Fig. 1: register map, names as in the netlist
Bar = 10 um.
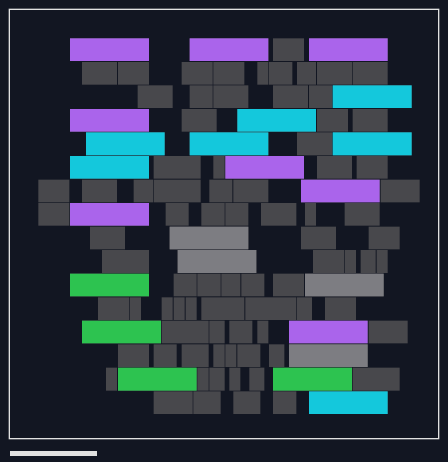
Fig. 2: routing congestion map
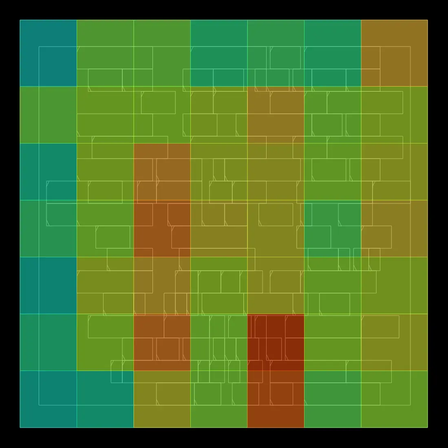
<file path="src/rtl/bit_serializer.sv">
// rtl/bit_serializer.sv - one-word-buffered parallel-to-serial stage feeding the 1101 detector input x
// Define BIT_SERIALIZER_PARITY_EN to append an even-parity bit after each word.
module bit_serializer #(
  parameter int WIDTH     = 8,
  parameter bit MSB_FIRST = 1'b1,
  parameter bit IDLE_BIT  = 1'b0
) (
  input  logic             clk,
  input  logic             rst,
  input  logic [WIDTH-1:0] din,
  input  logic             din_valid,
  output logic             din_ready,
  output logic             x,
  output logic             x_valid,
  output logic             word_done,
  output logic             busy
);

  localparam int CW = $clog2(WIDTH + 1);
  localparam logic [CW-1:0] LOAD = CW'(WIDTH - 1);

`ifdef BIT_SERIALIZER_PARITY_EN
  typedef enum logic [1:0] {S_IDLE, S_SHIFT, S_PARITY} state_t;
  logic par, par_nx;
`else
  typedef enum logic {S_IDLE, S_SHIFT} state_t;
`endif

  state_t           state, state_nx;
  logic [WIDTH-1:0] hold, shreg, shreg_nx;
  logic [CW-1:0]    cnt, cnt_nx;
  logic             hold_full, accept, transfer, last_cycle;
  logic             x_nx, word_done_nx;

  function automatic logic [WIDTH-1:0] shift_word(input logic [WIDTH-1:0] w);
    return MSB_FIRST ? (w << 1) : (w >> 1);
  endfunction

  function automatic logic lead_bit(input logic [WIDTH-1:0] w);
    return MSB_FIRST ? w[WIDTH-1] : w[0];
  endfunction

  assign din_ready = !hold_full;
  assign busy      = (state != S_IDLE) || hold_full;
  assign accept    = din_valid && !hold_full;

`ifdef BIT_SERIALIZER_PARITY_EN
  assign last_cycle = (state == S_PARITY);
`else
  assign last_cycle = (state == S_SHIFT) && (cnt == '0);
`endif

  // Reloading on the last serial cycle keeps consecutive words gapless.
  assign transfer = hold_full && ((state == S_IDLE) || last_cycle);

  always_comb begin
    state_nx     = state;
    cnt_nx       = cnt;
    shreg_nx     = shreg;
    x_nx         = IDLE_BIT;
    word_done_nx = 1'b0;
`ifdef BIT_SERIALIZER_PARITY_EN
    par_nx       = par;
`endif
    if (transfer) begin
      state_nx = S_SHIFT;
      cnt_nx   = LOAD;
      shreg_nx = hold;
`ifdef BIT_SERIALIZER_PARITY_EN
      par_nx   = ^hold;
`endif
    end else if (last_cycle) begin
      state_nx = S_IDLE;
    end else if ((state == S_SHIFT) && (cnt != '0)) begin
      cnt_nx   = cnt - CW'(1);
      shreg_nx = shift_word(shreg);
`ifdef BIT_SERIALIZER_PARITY_EN
    end else if (state == S_SHIFT) begin
      state_nx = S_PARITY;
`endif
    end

    // Outputs are precomputed from the next state so x/x_valid/word_done are plain flops.
    case (state_nx)
      S_SHIFT: begin
        x_nx = lead_bit(shreg_nx);
`ifndef BIT_SERIALIZER_PARITY_EN
        word_done_nx = (cnt_nx == '0);
`endif
      end
`ifdef BIT_SERIALIZER_PARITY_EN
      S_PARITY: begin
        x_nx         = par_nx;
        word_done_nx = 1'b1;
      end
`endif
      default: ;
    endcase
  end

  always_ff @(posedge clk or posedge rst) begin
    if (rst) begin
      state     <= S_IDLE;
      hold      <= '0;
      hold_full <= 1'b0;
      shreg     <= '0;
      cnt       <= '0;
      x         <= IDLE_BIT;
      x_valid   <= 1'b0;
      word_done <= 1'b0;
`ifdef BIT_SERIALIZER_PARITY_EN
      par       <= 1'b0;
`endif
    end else begin
      state     <= state_nx;
      shreg     <= shreg_nx;
      cnt       <= cnt_nx;
      x         <= x_nx;
      x_valid   <= (state_nx != S_IDLE);
      word_done <= word_done_nx;
`ifdef BIT_SERIALIZER_PARITY_EN
      par       <= par_nx;
`endif
      if (accept) begin
        hold      <= din;
        hold_full <= 1'b1;
      end else if (transfer) begin
        hold_full <= 1'b0;
      end
    end
  end

endmodule

</file>
<file path="config.mk">
export PLATFORM = sky130hd
export DESIGN_NAME = bit_serializer
export DESIGN_NICKNAME = d
export VERILOG_FILES = /design/src/rtl/bit_serializer.sv
export SDC_FILE = /design/constraint.sdc
export NUM_CORES = 1
export LEC_CHECK = 0
export CORE_MARGIN = 2
export CORE_UTILIZATION = 52
export DETAILED_ROUTE_END_ITERATION = 10
export PLACE_DENSITY = 0.83
export SYNTH_ARGS = -nofsm -noshare
export SYNTH_HDL_FRONTEND = slang
export SYNTH_SLANG_ARGS = --single-unit
</file>
<file path="constraint.sdc">
create_clock -name clk -period 1.7 [get_ports clk]
set_input_delay 0.51 -clock clk [delete_from_list [all_inputs] [get_ports clk]]
set_output_delay 0.51 -clock clk [all_outputs]
set_load 0.01 [all_outputs]
</file>
==> metrics.csv <==
stage,metric,value,unit
status,status,completed,
cells_and_area,proportion of layout cells with a drive suffix above 1,0.3269,
critical_path,CP Launch Type,flop,
critical_path,worst reg2reg endpoint,shreg[4]$_DFFE_PP0P_,
floorplanning,standard-cell row count,16,
sta,count of endpoints failing setup in the final report,0,
synthesis,Async SR Flop Fraction,1.000,
synthesis,synthesized area,1075,sq um
drt,count of antenna-violating nets left after detailed routing,0,
synthesis,top area contributor share,0.5355,
power_and_ir_drop,power spent charging and discharging nets,0.7711,mW
place,cell area reported after detailed placement,1280,sq um
drt,via count,667,
run,number of max-capacitance violations reported,0,
critical_path,arrival time reported for the critical path endpoint,1.12,ns
place,final HPWL from detailed placement,1.374,mm
critical_path,r2r startpoint,cnt[0]$_DFF_PP0_,
place,Post-Place Setup Slack,-0.04677,ns
synthesis,post-synthesis cell type with the largest combined area,dfrtp_1,
hold_path,class of the most critical hold timing path,flop to flop,
cells_and_area,most frequently placed logic cell in the final layout,dfrtp_1,
clock_network,Max Root-Sink Buffers,2,
synthesis,yosys warns,0,
power_and_ir_drop,main power-consuming group,combinational cells,
floorplanning,Die W,49.47,um
clock_network,Max H-tree Level,1,
critical_path,slowest CP cell,dfrtp_1,
cells_and_area,logic area,437.9,sq um
power_and_ir_drop,power consumed by the clock network,0.245,mW
clock_network,hold-fix buffers at CTS,0,
critical_path,delay of the slowest critical-path stage,0.42,ns
synthesis,sequential element share of the synthesized area,0.5355,
critical_path,Buf/Inv on CP,2,
sta,worst-margin pin slew,0.3430,ns
place,Port Buffers,15,
critical_path,"delay-heaviest family, CP",flip-flops,
synthesis,adder share,0.01164,
hold_path,hold endpoint,hold[4]$_DFFE_PP0P_,
cells_and_area,P&R area growth vs syn,21.77,%
critical_path,"Worst Path Class, Setup",flop to primary output,
About Fig. 1:
[`shreg`] cyan | placed flops: 7
[`cnt`] green | placed flops: 4
[`hold`] purple | placed flops: 8
not colored: 4
core occupancy in the finished layout: 0.6671
flop share of the area: 0.4398

About Fig. 2:
global routing usage on met1: 0.1968
met2 Resource Use GR: 0.3131
overall global routing resource usage: 0.1698
average wire length per cell after detail routing: 14.10 um

final cells by class:
cell class / count / share of cell area
clock inverters: 1 / 0.003824
well taps: 27 / 0.02581
flip-flops and latches: 23 / 0.4398
inverters: 6 / 0.01721
clock buffers: 3 / 0.01721
multi-input cells: 48 / 0.3346
repair buffers: 23 / 0.1616
per-layer routing:
metal / wire, um / vias up / share of wire / track usage
met2: 993 / 10 / 0.54 / 0.3131
met4: 12 / 0 / 0.0065 / 0.05556
met5: 0 / - / 0 / 0
met1: 781 / 333 / 0.42 / 0.1968
li1: - / 322 / - / -
met3: 58 / 2 / 0.031 / 0.03333
worst reg2reg max path, cell delays in order (launching register included):
cell      delay (ns)
dfrtp_1         0.40
inv_1           0.09
ha_1            0.23
nand2b_4        0.08
o21ai_4         0.30
mux2_2          0.38
Power figures rest on the tool's default switching activity, not on a simulated workload.
